### src/rtl/walk_countdown_pkg.sv
// -----------------------------------------------------------------------------
// walk_countdown_pkg
// Shared definitions for the pedestrian countdown stage:
//   - state_e        : 2-bit countdown state encoding
//   - SEG_*          : seven-segment patterns {a,b,c,d,e,f,g}, bit6 = a,
//                      active-high, all-zero = blank
//   - saturate_load  : clamps a requested walk time to the displayable range
// -----------------------------------------------------------------------------
package walk_countdown_pkg;

    typedef enum logic [1:0] {
        IDLE  = 2'd0,
        COUNT = 2'd1,
        FLASH = 2'd2,
        DONE  = 2'd3
    } state_e;

    localparam logic [6:0] SEG_0     = 7'b111_1110;
    localparam logic [6:0] SEG_1     = 7'b011_0000;
    localparam logic [6:0] SEG_2     = 7'b110_1101;
    localparam logic [6:0] SEG_3     = 7'b111_1001;
    localparam logic [6:0] SEG_4     = 7'b011_0011;
    localparam logic [6:0] SEG_5     = 7'b101_1011;
    localparam logic [6:0] SEG_6     = 7'b101_1111;
    localparam logic [6:0] SEG_7     = 7'b111_0000;
    localparam logic [6:0] SEG_8     = 7'b111_1111;
    localparam logic [6:0] SEG_9     = 7'b111_1011;
    localparam logic [6:0] SEG_BLANK = 7'b000_0000;

    // Walk times beyond what one digit can show are clamped, not wrapped.
    function automatic logic [3:0] saturate_load(input logic [3:0] t,
                                                 input logic [3:0] max_val);
        return (t > max_val) ? max_val : t;
    endfunction

endpackage

### src/rtl/walk_countdown_seg7_decoder.sv
// -----------------------------------------------------------------------------
// walk_countdown_seg7_decoder
// Combinational BCD-digit to seven-segment mapping. Values 10-15 blank.
// Ports:
//   digit_i [3:0] : value to display
//   seg_o   [6:0] : segments {a,b,c,d,e,f,g}, bit6 = a, active-high
// -----------------------------------------------------------------------------
module walk_countdown_seg7_decoder
    import walk_countdown_pkg::*;
(
    input  logic [3:0] digit_i,
    output logic [6:0] seg_o
);

    always_comb begin
        // NOTE: the default arm covers every unlisted code, so seg_o is
        // assigned on all paths and no latch is inferred.
        case (digit_i)
            4'd0:    seg_o = SEG_0;
            4'd1:    seg_o = SEG_1;
            4'd2:    seg_o = SEG_2;
            4'd3:    seg_o = SEG_3;
            4'd4:    seg_o = SEG_4;
            4'd5:    seg_o = SEG_5;
            4'd6:    seg_o = SEG_6;
            4'd7:    seg_o = SEG_7;
            4'd8:    seg_o = SEG_8;
            4'd9:    seg_o = SEG_9;
            default: seg_o = SEG_BLANK;
        endcase
    end

endmodule

### src/rtl/walk_countdown.sv
// -----------------------------------------------------------------------------
// walk_countdown
// Pedestrian countdown that follows the traffic FSM's Walk output. Each new
// Walk phase loads walk_time (clamped to MAX_COUNT) and counts down once per
// Hz1_enable tick, showing the remaining seconds on one seven-segment digit.
// The last FLASH_AT seconds flash the DON'T-WALK lamp as a warning.
// Ports:
//   clk            : system clock (1 kHz)
//   Reset          : synchronous, active-high reset
//   Hz1_enable     : one-clk-wide 1 Hz tick
//   Walk           : walk phase active
//   walk_time[3:0] : walk duration in seconds, sampled on Walk rising
//   seg[6:0]       : segments {a..g}, bit6 = a, active-high, 0 = blank
//   walk_lamp      : steady WALK lamp
//   dont_walk_lamp : DON'T-WALK lamp (steady, or flashing during warning)
//   busy           : countdown in progress
// All outputs are registered.
// -----------------------------------------------------------------------------
module walk_countdown
    import walk_countdown_pkg::*;
#(
    parameter int MAX_COUNT = 9,
    parameter int FLASH_AT  = 3
) (
    input  logic       clk,
    input  logic       Reset,
    input  logic       Hz1_enable,
    input  logic       Walk,
    input  logic [3:0] walk_time,
    output logic [6:0] seg,
    output logic       walk_lamp,
    output logic       dont_walk_lamp,
    output logic       busy
);

    localparam logic [3:0] MAX_C   = 4'(MAX_COUNT);
    localparam logic [3:0] FLASH_C = 4'(FLASH_AT);

    state_e     state_q, state_d;
    logic [3:0] count_q, count_d;
    logic       walk_d_q;
    logic [6:0] seg_q, seg_d;
    logic       walk_lamp_q, walk_lamp_d;
    logic       dont_walk_q, dont_walk_d;
    logic       busy_q, busy_d;

    logic       rise;
    logic [3:0] load;
    logic [6:0] digit_seg;

    assign rise = Walk & ~walk_d_q;

    // The decoder looks at the next count so the registered digit appears
    // on the same edge that updates the count.
    walk_countdown_seg7_decoder u_seg7_decoder (
        .digit_i (count_d),
        .seg_o   (digit_seg)
    );

    // Next-state and count update.
    always_comb begin
        state_d = state_q;
        count_d = count_q;
        load    = saturate_load(walk_time, MAX_C);

        unique case (state_q)
            IDLE: begin
                // A tick coincident with rise is ignored: the load wins.
                if (rise) begin
                    count_d = load;
                    if (load == 4'd0)          state_d = DONE;
                    else if (load <= FLASH_C)  state_d = FLASH;
                    else                       state_d = COUNT;
                end
            end
            COUNT: begin
                if (!Walk) begin
                    state_d = IDLE;
                    count_d = 4'd0;
                end else if (Hz1_enable && count_q != 4'd0) begin
                    count_d = count_q - 4'd1;
                    if (count_d <= FLASH_C) state_d = FLASH;
                end
            end
            FLASH: begin
                if (!Walk) begin
                    state_d = IDLE;
                    count_d = 4'd0;
                end else if (Hz1_enable) begin
                    // count_q==0 is not reachable here; treating it like 1
                    // keeps the counter from ever wrapping.
                    if (count_q <= 4'd1) begin
                        count_d = 4'd0;
                        state_d = DONE;
                    end else begin
                        count_d = count_q - 4'd1;
                    end
                end
            end
            DONE: begin
                count_d = 4'd0;
                if (!Walk) state_d = IDLE;
            end
            default: begin
                state_d = IDLE;
                count_d = 4'd0;
            end
        endcase
    end

    // Registered outputs, derived from the next state so they line up with it.
    always_comb begin
        seg_d       = (state_d == IDLE) ? SEG_BLANK : digit_seg;
        walk_lamp_d = (state_d == COUNT);
        busy_d      = (state_d == COUNT) || (state_d == FLASH);
        dont_walk_d = 1'b1;
        if (state_d == COUNT) begin
            dont_walk_d = 1'b0;
        end else if (state_d == FLASH && state_q == FLASH) begin
            // Staying in FLASH: flip on every tick; entering FLASH starts lit.
            dont_walk_d = Hz1_enable ? ~dont_walk_q : dont_walk_q;
        end
    end

    always_ff @(posedge clk) begin
        // NOTE: non-blocking assignments so every register samples the
        // pre-edge values; blocking here would chain updates within one edge.
        if (Reset) begin
            state_q     <= IDLE;
            count_q     <= 4'd0;
            walk_d_q    <= 1'b0;
            seg_q       <= SEG_BLANK;
            walk_lamp_q <= 1'b0;
            dont_walk_q <= 1'b1;
            busy_q      <= 1'b0;
        end else begin
            state_q     <= state_d;
            count_q     <= count_d;
            walk_d_q    <= Walk;
            seg_q       <= seg_d;
            walk_lamp_q <= walk_lamp_d;
            dont_walk_q <= dont_walk_d;
            busy_q      <= busy_d;
        end
    end

    assign seg            = seg_q;
    assign walk_lamp      = walk_lamp_q;
    assign dont_walk_lamp = dont_walk_q;
    assign busy           = busy_q;

endmodule
### config.mk
export PLATFORM = sky130hd
export DESIGN_NAME = walk_countdown
export DESIGN_NICKNAME = d
export VERILOG_FILES = /design/src/rtl/walk_countdown_pkg.sv /design/src/rtl/walk_countdown_seg7_decoder.sv /design/src/rtl/walk_countdown.sv
export SDC_FILE = /design/constraint.sdc
export NUM_CORES = 1
export LEC_CHECK = 0
export ABC_CLOCK_PERIOD_IN_PS = 4800
export CAP_MARGIN = 20
export CORE_AREA = 2 2 56 58
export CTS_CLUSTER_SIZE = 16
export DETAILED_ROUTE_END_ITERATION = 16
export DIE_AREA = 0 0 58 60
export GPL_TIMING_DRIVEN = 0
export MAX_ROUTING_LAYER = met4
export PLACE_DENSITY = 0.76
export SYNTH_ARGS = -nofsm -noshare
export SYNTH_HDL_FRONTEND = slang
export SYNTH_SLANG_ARGS = --single-unit
### constraint.sdc
create_clock -name clk -period 4.8 [get_ports clk]
set_input_delay 0.96 -clock clk [delete_from_list [all_inputs] [get_ports clk]]
set_output_delay 0.96 -clock clk [all_outputs]
set_load 0.01 [all_outputs]
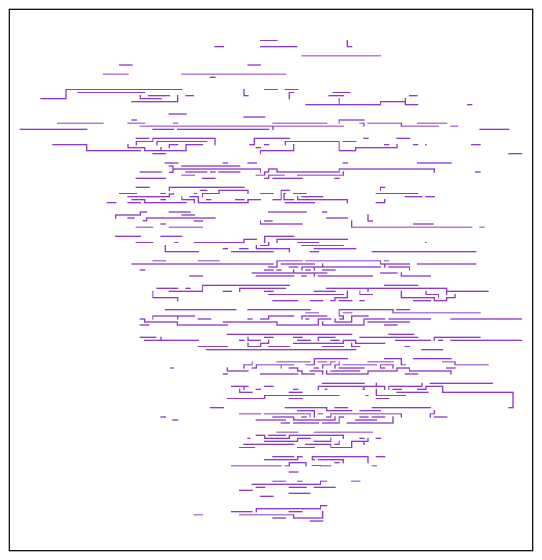
Fig. 1. M1 wires (run 1).
main direction: horizontal
nets with wire on the layer: 161
longest straight run: 22.5 um
share of all routed wire: 44%

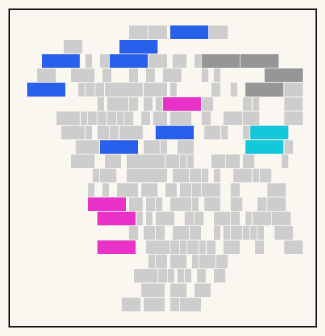
Fig. 2. Sequential cells grouped by signal name (run 1).
legend:
  cyan:
    netlist_name: `state_q`
    flops: 2
  magenta:
    netlist_name: `count_q`
    flops: 4
  blue:
    netlist_name: `seg`
    flops: 7

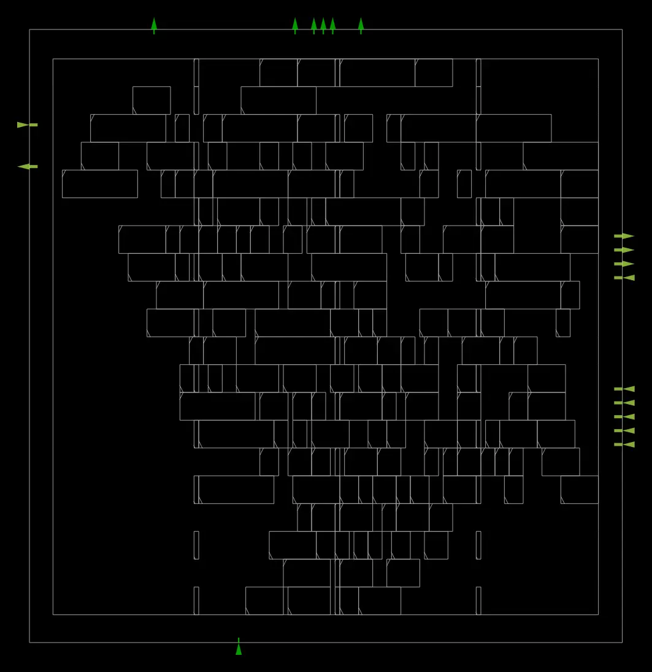
Fig. 3. Cell outlines without signal wires (run 1).
Row Count: 20
Final Util: 0.4987
Fill cells: 272
Tap Count: 33
flip-flops: 17

==> results.txt, run 1 <==
Status - complete, no violations
First-pass GRT wire length - 4.636 mm
Number of flops mapped to enable cells by yosys - 0
Vias - 1137
Hold Crit Depth - 4
Root buf cell - clkbuf_4
Total CTS buffers - 3
Final setup fails - 0
Biggest area cells - dfxtp_1, ha_1, a21oi_1
Fp util - 0.4198
Top cells excl fill/tap - nor2_1, dfxtp_1, clkdlybuf4s50_1, a21oi_1, nand2_1
Sequential share of power - 0.423
Slew Limit Headroom - 0.5636
Syn Area/Cell - 8.179 um2
GRT Resource Usage Total - 0.1805
Pint - 0.2431 mW
Dominant logic cell type in the layout - nor2_1
Net Count, Synth - 166
Required @ worst endpoint - 5.03 ns
P_leak - 0.6350 nW
Routed WL per cell - 13.91 um
DIE WIDTH - 58 um
TritonRoute pass-1 iters - 4
Fin worst setup slack - 1.481 ns
Xor+xnor area frac - 0.02875
Ys cells - 149
Worst min path class - flop to flop
Setup crit end kind - flop
Yosys stat chip area - 1219 um2
Crit path launch type - primary input
Synth-to-layout area growth - 18.79%
R2r setup slk - 1.82 ns
Remaining Overflow, GRT - 0
Reg-to-Reg Start - count_q[0]$_SDFF_PP0_
Clock Sink Count - 17
Post-layout min period - 3.319 ns
Fmax - 0.3013 GHz
Flops after synth - 17
Routability congestion estimate - 0.9331
Routed Antenna Nets - 0
Tool warnings - 33
Count of cell types in the netlist - 47
Area leader, netlist - dfxtp_1
Area fraction in mux cells - 0.02567
Min-delay src - dont_walk_lamp$_SDFFE_PP1P_
CTS tree - yes
Hold Path End - dont_walk_lamp$_SDFFE_PP1P_
Initial antenna violation count - 0
Nets - 187
Sw Share - 0.3434
Setup TNS - 0 ns
Number of global-route vias before repair - 1095
Basic Gates by Area - 0.2906
CTS resizes - 0
Worst slew pin tran - 0.6546 ns
CTS H-tree depth - 1
Worst reg-to-reg path cell count - 12
Hold-fix buffers, CTS - 0
Port Buf Inserts - 16
DIE HEIGHT - 60 um
Yosys adder share - 0.09240
Worst setup path class - primary input to flop
Synth Area in Compound Gates - 0.2300
Syn Inst Count - 149
Initial DRC Count - 83
DR vias/cell - 5.629
Worst reg2reg endpoint - seg[6]$_SDFF_PP0_
Netlist Area Pre-Place - 1219 um2
Crit path max fanout - 10
Peak VDD IR - 175.4 uV
Share of layout cells above drive strength 1 - 0.1479
RSZ-0062 raised after global routing - false
Dominant combinational family - simple AND/OR/NAND/NOR gates
CTS clk-pin slew, worst paths - 0.10 ns
Commonest flop - dfxtp_1
Routed WL - 2.810 mm
# Post-CTS Setup Buffers - 0
Core region area - 2903 um2
FFs w/ async S/R, synth - 0
Post-synth top area share - 0.2793
Max Root-Sink Buffers - 2
Largest net degree at the start of global routing - 11
Antenna Diode Count - 0
Fin crit share - 0.6914
Comb power frac - 0.362
Max-capacitance violation count - 0
Power Dens Cells - 255.8 nW/um2
DRC violations left - 0
Top Ports - 18
Warnings from Yosys - 0
Dpl ws - 1.223 ns
Sw power - 0.1271 mW
Final hold vios - 0
Clock Power Share - 0.215
Hpwl dp - 2.124 mm
Post-synth seq share - 0.2793
Final Max Slew Viols - 0
Final hold slack - 0.6550 ns
Clock Skew - 0.004049 ns
CP arrival - 3.55 ns
Clk latency late pin - 0.30 ns
Chip area - 3480 um2
==> run 1: area by class of cell <==
cell class,instances,area [um2]
fill,272,1455
sequential,17,340.3
clock inverter,1,5.005
tap,33,41.29
clock buffer,3,22.52
inverter,8,30.03
buffer,6,35.03
multi-input combinational,118,813.3
timing repair buffer,16,160.2
==> run 1: through the flow <==
stage	cells	cell area, um2	total power [mW]
detailed placement	198	1420	0.2917
floorplan	149	1219	0.2526
finish	202	1448	0.3703
CTS	202	1448	0.3710
global route	202	1448	0.3919
global placement	198	1420	0.2868
==> run 1: synth_stat cells, types with 2 or more instances <==
cell type	instances
nand2_1	14
buf_2	4
o21ai_2	2
inv_1	8
nor2_1	19
ha_1	9
o21ai_0	6
dfxtp_1	17
mux2i_1	2
a21oi_1	15
a31oi_1	3
or2_1	2
o32ai_1	2
xnor2_1	3
nor3_1	5
nand2b_1	5
and2_4	2
nor4bb_1	2
==> run 1: power by group through the flow <==
stage                     combinational [mW]  clock [mW]  sequential [mW]
after floorplan                       0.0907           0            0.162
after global placement                 0.127           0            0.159
after detailed placement               0.132           0            0.160
after CTS                              0.133      0.0818            0.157
after global routing                   0.146      0.0878            0.158
final                                  0.134      0.0797            0.157
==> run 1: sequential cells by signal (all words and copies together) (netlist names) <==
| register | flops |
|---|---|
| walk_d_q | 1 |
| busy | 1 |
| dont_walk_lamp | 1 |
| count_q | 4 |
| seg | 7 |
| walk_lamp | 1 |
| state_q | 2 |
==> run 1: how the worst max path moves through the flow <==
stage | from | end | slack [ns] | cells past startpoint
2_1_floorplan | Hz1_enable | seg[6]$_SDFF_PP0_ | 2.23 | 10
3_3_place_gp | Hz1_enable | seg[6]$_SDFF_PP0_ | 1.34 | 11
3_5_place_dp | Hz1_enable | seg[6]$_SDFF_PP0_ | 1.22 | 11
4_1_cts | Hz1_enable | seg[6]$_SDFF_PP0_ | 1.54 | 11
5_1_grt | Hz1_enable | seg[6]$_SDFF_PP0_ | 1.33 | 11
6_report | Hz1_enable | seg[6]$_SDFF_PP0_ | 1.48 | 11
==> run 1: logic make-up (layout without fill, tap and decap cells) <==
group	Yosys count	in the layout
simple gates	63	63
mux	3	3
xor+xnor	4	4
flops	17	17
compound gates	39	39
fa+ha+maj	9	9
buf+inv	14	34
==> run 1: per-layer routing <==
| metal | track usage | vias up | share of wire | wire length [um] |
|---|---|---|---|---|
| met3 | 0.04545 | 10 | 0.048 | 134 |
| met1 | 0.2003 | 528 | 0.44 | 1235 |
| met2 | 0.2938 | 36 | 0.48 | 1360 |
| li1 | - | 563 | - | - |
| met4 | 0.1063 | 0 | 0.028 | 80 |
| met5 | - | - | 0 | 0 |
==> run 1: critical path: stages <==
cell and delay (ns):
clkdlybuf4s50_1 0.55, buf_2 0.26, nand2_1 0.09, xnor2_1 0.15, o32ai_1 0.11, a32oi_1 0.52, inv_1 0.17, ha_1 0.25
and3b_1 0.23, o21ai_0 0.09, a21oi_1 0.17
Fig. 4: run 1, cell area per tile
The die is cut into 12 by 12 equal tiles; white is low, dark blue is high, 0 to 100% covered.
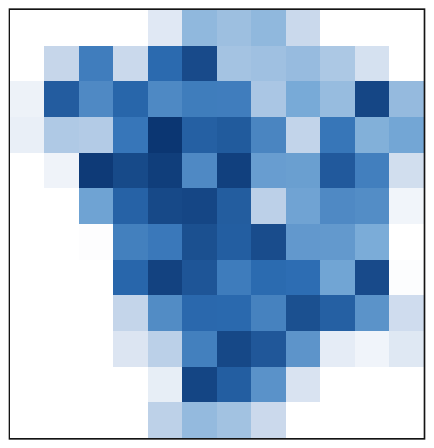

==> inputs of run 2 (changes only) <==
ABC_CLOCK_PERIOD_IN_PS = 2900   (was 4800)
PLACE_DENSITY = 0.79   (was 0.76)
clock period = 2.9 ns   (was 4.8 ns; I/O delays follow)
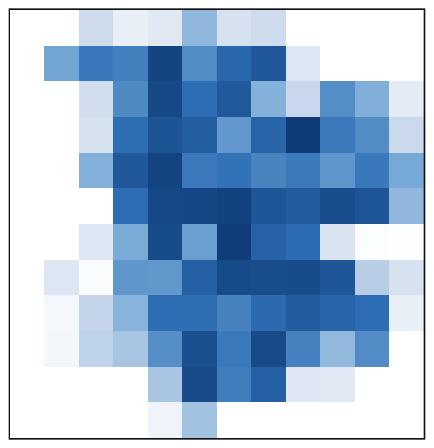
Fig. 5. Cell area per tile (run 2).
The die is cut into 12 by 12 equal tiles; white is low, dark blue is high, 0 to 100% covered.
densest ninth of the die: middle
fullest tile: 95%
mean over tiles: 41%
tiles over 75% full: 26%

==> run 2 against run 1 <==
  * Sequential power up 65%
  * Design area is 0.43% higher
  * Wire length is 5.7% lower
  * Global-route usage shrank 0.40 points
==> results.txt, run 2 <==
Synth-to-layout area growth - 19.30%
Yosys stat chip area - 1219 um2
Crit-path slowest cell - dfxtp_1
Initial DRC Count - 40
DR vias/cell - 5.545
Commonest flop - dfxtp_1
Final hold vios - 0
First-pass GRT wire length - 4.588 mm
R2r setup slk - 0.22 ns
Setup crit end kind - flop
Final setup fails - 0
Initial antenna violation count - 0
Fmax - 0.3728 GHz
Number of flops mapped to enable cells by yosys - 0
Clock Skew - 0.001933 ns
Top post-synthesis cells by count - nor2_1, dfxtp_1, a21oi_1, nand2_1, ha_1
Antenna Diode Count - 0
CTS clk-pin slew, worst paths - 0.10 ns
Tool warnings - 33
Met2 usage in global routing - 0.3198
TritonRoute pass-1 iters - 4
Power Dens Cells - 416.8 nW/um2
CTS H-tree depth - 1
Post-synth seq share - 0.2793
Net Count, Synth - 166
Flops after synth - 17
Ys cells - 149
Top cells excl fill/tap - nor2_1, dfxtp_1, clkdlybuf4s50_1, a21oi_1, nand2_1
Routed WL per cell - 13.12 um
Met3 Use GR - 0.04762
Max reg flops - 7
Row Count - 20
Post-route insts no fill - 202
Nets - 187
Global-route met1 utilization - 0.1878
Cell area after layout - 1454 um2
Fin crit share - 0.9249
Crit path largest cell delay - 0.43 ns
Worst reg-to-reg path cell count - 12
Required @ worst endpoint - 3.08 ns
Hold Crit Depth - 2
Clk latency late pin - 0.29 ns
GRT Resource Usage Total - 0.1766
CP cell instances - inv_1 -> ha_1 -> or2_1 -> a21oi_1 -> nor3_1 -> o32ai_1 -> a32oi_2 -> inv_1 -> ha_1 -> and3b_1 -> o21ai_0 -> a21oi_1
CP arrival - 2.87 ns
Top Ports - 18
Fp util - 0.4198
FFs w/ async S/R, synth - 0
Crit path buf inv count - 2
Remaining Overflow, GRT - 0
Routed Antenna Nets - 0
Status - complete, no violations
DRC violations left - 0
Root buf cell - clkbuf_4
Clock Sink Count - 17
Cell with the most instances after synthesis - nor2_1
Peak VDD IR - 261.4 uV
Routed WL - 2.650 mm
Hold Path End - count_q[3]$_SDFF_PP0_
Number of global-route vias before repair - 1100
Post-synth top area share - 0.2793
Worst min path class - primary input to flop
Post-layout min period - 2.682 ns
Syn Inst Count - 149
Count of cell types in the netlist - 47
Min-delay src - Reset
Max Root-Sink Buffers - 2
Fill cells - 285
Cell Area, Placed - 1420 um2
Hpwl dp - 2.039 mm
Crit path max fanout - 6
Biggest area cells - dfxtp_1, ha_1, a21oi_1
Total CTS buffers - 3
Power Total - 0.6060 mW
Area leader, netlist - dfxtp_1
Chip area - 3480 um2
Syn Area/Cell - 8.179 um2
Share of layout cells above drive strength 1 - 0.1479
Largest net degree at the start of global routing - 11
DIE WIDTH - 58 um
Reg-to-Reg Start - count_q[0]$_SDFF_PP0_
Worst setup path class - flop to flop
DIE HEIGHT - 60 um
Top delay family on crit path - AND-OR/OR-AND gates
Max-capacitance violation count - 0
Routability congestion estimate - 0.9288
Core region area - 2903 um2
Warnings from Yosys - 0
Final Util - 0.5009
Slew Limit Headroom - 0.6715
Dominant logic cell type in the layout - nor2_1
Worst reg2reg endpoint - seg[6]$_SDFF_PP0_
Final Max Slew Viols - 0
Crit path launch type - flop
P_leak - 0.6332 nW
RSZ-0062 raised after global routing - false
CTS tree - yes
Final hold slack - 0.6406 ns
Vias - 1120
Grt peak-use layer - met2
# placed instances - 198
Netlist Area Pre-Place - 1219 um2
Port Buf Inserts - 16
Worst slew pin tran - 0.4883 ns
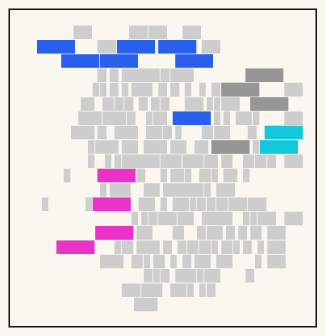
Fig. 6. Sequential cells grouped by signal name (run 2).
legend:
  cyan:
    netlist_name: `state_q`
    flops: 2
  blue:
    netlist_name: `seg`
    flops: 7
  magenta:
    netlist_name: `count_q`
    flops: 4
not colored: 4

## run 2: worst max path at each step
stage / slack (ns) / end / depth (start not counted) / from
CTS: 0.06 / seg[6]$_SDFF_PP0_ / 12 / count_q[0]$_SDFF_PP0_
finish: 0.22 / seg[6]$_SDFF_PP0_ / 12 / count_q[0]$_SDFF_PP0_
global route: 0.02 / seg[3]$_SDFF_PP0_ / 12 / count_q[0]$_SDFF_PP0_
detailed placement: -0.22 / seg[6]$_SDFF_PP0_ / 11 / Hz1_enable
global placement: -0.18 / seg[6]$_SDFF_PP0_ / 11 / Hz1_enable
floorplan: 0.47 / seg[6]$_SDFF_PP0_ / 12 / count_q[0]$_SDFF_PP0_
## run 2: cells by family (layout without fill, tap and decap cells)
kind of cell / count (synthesis) / in the layout / synth area share
AND-OR/OR-AND: 39 / 39 / 0.2300
XOR/XNOR: 4 / 4 / 0.02875
adder cells (fa/ha/maj): 9 / 9 / 0.09240
buffers and inverters: 14 / 34 / 0.05339
flip-flops: 17 / 17 / 0.2793
multiplexers: 3 / 3 / 0.02567
AND/OR/NAND/NOR: 63 / 63 / 0.2906
## run 2: where the power goes
group	switching (mW)	internal (mW)	leakage, nW
clock	0.0742	0.0536	0.0150
sequential	0.00905	0.250	0.140
combinational	0.118	0.101	0.479
total	0.201	0.405	0.633
## run 2: layout make-up
type | instances | area (um2) | area share
repair buffers | 16 | 160.2 | 0.1102
clock buffers | 4 | 26.28 | 0.01807
plain buffers | 6 | 35.03 | 0.02410
well taps | 33 | 41.29 | 0.02840
inverters | 8 | 30.03 | 0.02065
multi-input cells | 118 | 820.8 | 0.5645
flip-flops and latches | 17 | 340.3 | 0.2341
## run 2: worst register-to-register path, stage by stage (launching register included)
cell and delay [ns]:
dfxtp_1 0.43, inv_1 0.14, ha_1 0.27, or2_1 0.28, a21oi_1 0.17, nor3_1 0.07
o32ai_1 0.33, a32oi_2 0.18, inv_1 0.14, ha_1 0.14, and3b_1 0.18, o21ai_0 0.16
a21oi_1 0.08
## run 2: routing by layer
layer	up-vias	wire length, um
li1	561	-
met1	532	1142
met2	23	1360
met3	4	129
met4	0	17
met5	-	0
## run 2: stage by stage
stage                     TNS, ns  worst slack [ns]
after global routing            0           0.02177
after global placement    -0.6294           -0.1821
after floorplan                 0            0.4693
after CTS                       0           0.06108
after detailed placement  -0.7818           -0.2217
final                           0            0.2177
## run 2: timing repair
action | 4_1_cts | 5_1_grt
resized | 0 | 1
hold buffers | 0 | 0
hold endpoints to repair | 0 | 0
endpoints found under the setup margin | 0 | 4
setup buffers | 0 | 0
==> inputs of run 3 (changes only) <==
CTS_CLUSTER_SIZE = 25   (was 16)
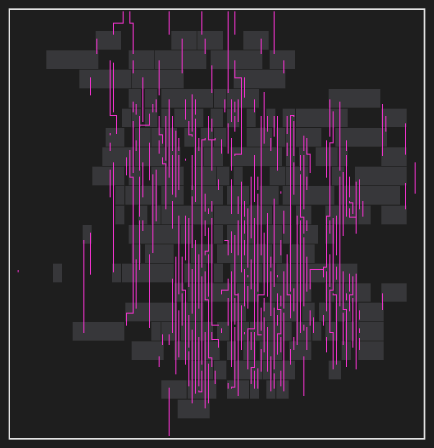
Fig. 7. M2 wires (run 3).
Cells faint in the background.
nets with wire on the layer: 157
longest straight run: 24.6 um

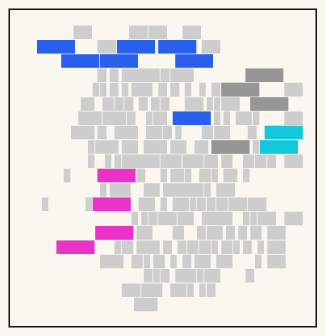
Fig. 8. Sequential cells grouped by signal name (run 3).
legend:
  magenta:
    netlist_name: `count_q`
    flops: 4
  blue:
    netlist_name: `seg`
    flops: 7
  cyan:
    netlist_name: `state_q`
    flops: 2
not colored: 4

==> run 3 against run 2 <==
  * Critical path depth unchanged
  * Via count unchanged
  * Highest routed layer unchanged
  * Critical path type unchanged
  * Sequential power about the same
  * Count of clock-buffer cells in the layout is the same
  * Cell count did not move
  * Die size stayed put
  * Largest power group unchanged
  * Clock power is essentially flat
==> results.txt, run 3 <==
Met2 usage in global routing - 0.3198
Initial antenna violation count - 0
Post-layout min period - 2.682 ns
Remaining Overflow, GRT - 0
Cell area after layout - 1454 um2
Row Count - 20
Netlist Area Pre-Place - 1219 um2
Net Count, Synth - 166
GRT Resource Usage Total - 0.1766
Worst reg-to-reg path cell count - 12
# placed instances - 198
Largest net degree at the start of global routing - 11
Top cells excl fill/tap - nor2_1, dfxtp_1, clkdlybuf4s50_1, a21oi_1, nand2_1
Clock Skew - 0.001933 ns
CP arrival - 2.87 ns
Post-synth top area share - 0.2793
Worst reg2reg endpoint - seg[6]$_SDFF_PP0_
TritonRoute pass-1 iters - 4
CP Launch Point - count_q[0]$_SDFF_PP0_
Commonest flop - dfxtp_1
Share of layout cells above drive strength 1 - 0.1479
Setup crit end kind - flop
Worst slew pin tran - 0.4883 ns
Post-route insts no fill - 202
Post-synth seq share - 0.2793
Chip area - 3480 um2
Worst min path class - primary input to flop
Syn Area/Cell - 8.179 um2
Fin crit share - 0.9249
Antenna Diode Count - 0
Syn Inst Count - 149
Core region area - 2903 um2
Final Max Slew Viols - 0
Tool warnings - 33
# Post-CTS Setup Buffers - 0
Area leader, netlist - dfxtp_1
Number of global-route vias before repair - 1100
Critical Path End - seg[6]$_SDFF_PP0_
Port Buf Inserts - 16
Routed Antenna Nets - 0
Status - complete, no violations
Synth-to-layout area growth - 19.30%
Peak VDD IR - 261.4 uV
Fill cells - 285
Min-delay src - Reset
Max-capacitance violation count - 0
Clk latency late pin - 0.29 ns
Nets - 187
Max Root-Sink Buffers - 2
Cell with the most instances after synthesis - nor2_1
Routability congestion estimate - 0.9288
DR vias/cell - 5.545
Fp util - 0.4198
Initial DRC Count - 40
RSZ-0062 raised after global routing - false
Number of flops mapped to enable cells by yosys - 0
Hpwl dp - 2.039 mm
DIE HEIGHT - 60 um
Final setup fails - 0
FFs w/ async S/R, synth - 0
DRC violations left - 0
Required @ worst endpoint - 3.08 ns
Sw Share - 0.3319
CTS tree - yes
Max reg flops - 7
Top Ports - 18
Comb power frac - 0.362
Count of cell types in the netlist - 47
R2r setup slk - 0.22 ns
Grt peak-use layer - met2
Pint - 0.4048 mW
Total CTS buffers - 3
Routed WL - 2.650 mm
Met3 Use GR - 0.04762
Crit path launch type - flop
Global-route met1 utilization - 0.1878
Root buf cell - clkbuf_4
Top post-synthesis cells by count - nor2_1, dfxtp_1, a21oi_1, nand2_1, ha_1
Reg-to-Reg Start - count_q[0]$_SDFF_PP0_
Ys cells - 149
Biggest area cells - dfxtp_1, ha_1, a21oi_1
CTS clk-pin slew, worst paths - 0.10 ns
Warnings from Yosys - 0
Power Dens Cells - 416.8 nW/um2
Flops after synth - 17
Clock Sink Count - 17
Fmax - 0.3728 GHz
CTS H-tree depth - 1
Vias - 1120
Final hold vios - 0
P_leak - 0.6332 nW
First-pass GRT wire length - 4.588 mm
Worst setup path class - flop to flop
DIE WIDTH - 58 um
Clock Power Share - 0.211
Sequential share of power - 0.427
Routed WL per cell - 13.12 um
Cell Area, Placed - 1420 um2
Sw power - 0.2011 mW
Yosys stat chip area - 1219 um2
Slew Limit Headroom - 0.6715
Crit path max fanout - 6
Dominant logic cell type in the layout - nor2_1
[run 3: logic make-up after synthesis]
family / after synthesis / synth area share
xor+xnor: 4 / 0.02875
compound gates: 39 / 0.2300
simple gates: 63 / 0.2906
fa+ha+maj: 9 / 0.09240
mux: 3 / 0.02567
buf+inv: 14 / 0.05339
flops: 17 / 0.2793
[run 3: metal layers]
| metal | vias up | share of wire |
|---|---|---|
| met5 | - | 0 |
| met4 | 0 | 0.0064 |
| met3 | 4 | 0.049 |
| met2 | 23 | 0.51 |
| met1 | 532 | 0.43 |
| li1 | 561 | - |
[run 3: critical path: stages, from the launching register on]
cell     delay (ns)
dfxtp_1        0.43
inv_1          0.14
ha_1           0.27
or2_1          0.28
a21oi_1        0.17
nor3_1         0.07
o32ai_1        0.33
a32oi_2        0.18
inv_1          0.13
ha_1           0.14
and3b_1        0.18
o21ai_0        0.16
a21oi_1        0.08
[run 3: repair_timing]
action                     CTS  global route
hold buffers                 0             0
setup endpoints to repair    0             4
gates resized                0             1
[run 3: worst min-delay path by stage]
stage | to | cells past startpoint
after floorplan | dont_walk_lamp$_SDFFE_PP1P_ | 2
after global placement | dont_walk_lamp$_SDFFE_PP1P_ | 4
after detailed placement | dont_walk_lamp$_SDFFE_PP1P_ | 4
after CTS | count_q[1]$_SDFF_PP0_ | 2
after global routing | count_q[3]$_SDFF_PP0_ | 2
final | count_q[3]$_SDFF_PP0_ | 2
[run 3: cell type report]
cell class                      count  area (um2)  share of cell area
Buffer                              6       35.03             0.02410
Clock buffer                        4       26.28             0.01807
Inverter                            8       30.03             0.02065
Multi-Input combinational cell    118       820.8              0.5645
Sequential cell                    17       340.3              0.2341
Tap cell                           33       41.29             0.02840
Timing Repair Buffer               16       160.2              0.1102
[run 3: through the flow]
step                utilization  setup TNS, ns  total power [mW]  worst slack [ns]  hold WS [ns]
detailed placement       0.4892        -0.7818            0.4806           -0.2217        0.6226
floorplan                     -              0            0.4180            0.4693        0.5648
finish                   0.5009              0            0.6060            0.2177        0.6406
global placement         0.4892        -0.6294            0.4758           -0.1821        0.6127
global route             0.5009              0            0.6423           0.02177        0.6648
CTS                      0.4983              0            0.6053           0.06108        0.6429
[run 3: power by group through the flow]
stage / logic [mW] / clock network [mW] / registers (mW)
2_1_floorplan: 0.150 / 0 / 0.268
5_1_grt: 0.244 / 0.138 / 0.261
3_5_place_dp: 0.216 / 0 / 0.264
4_1_cts: 0.218 / 0.129 / 0.259
6_report: 0.219 / 0.128 / 0.259
3_3_place_gp: 0.212 / 0 / 0.264
No activity file was given, so power comes from the tool's default toggle rates.
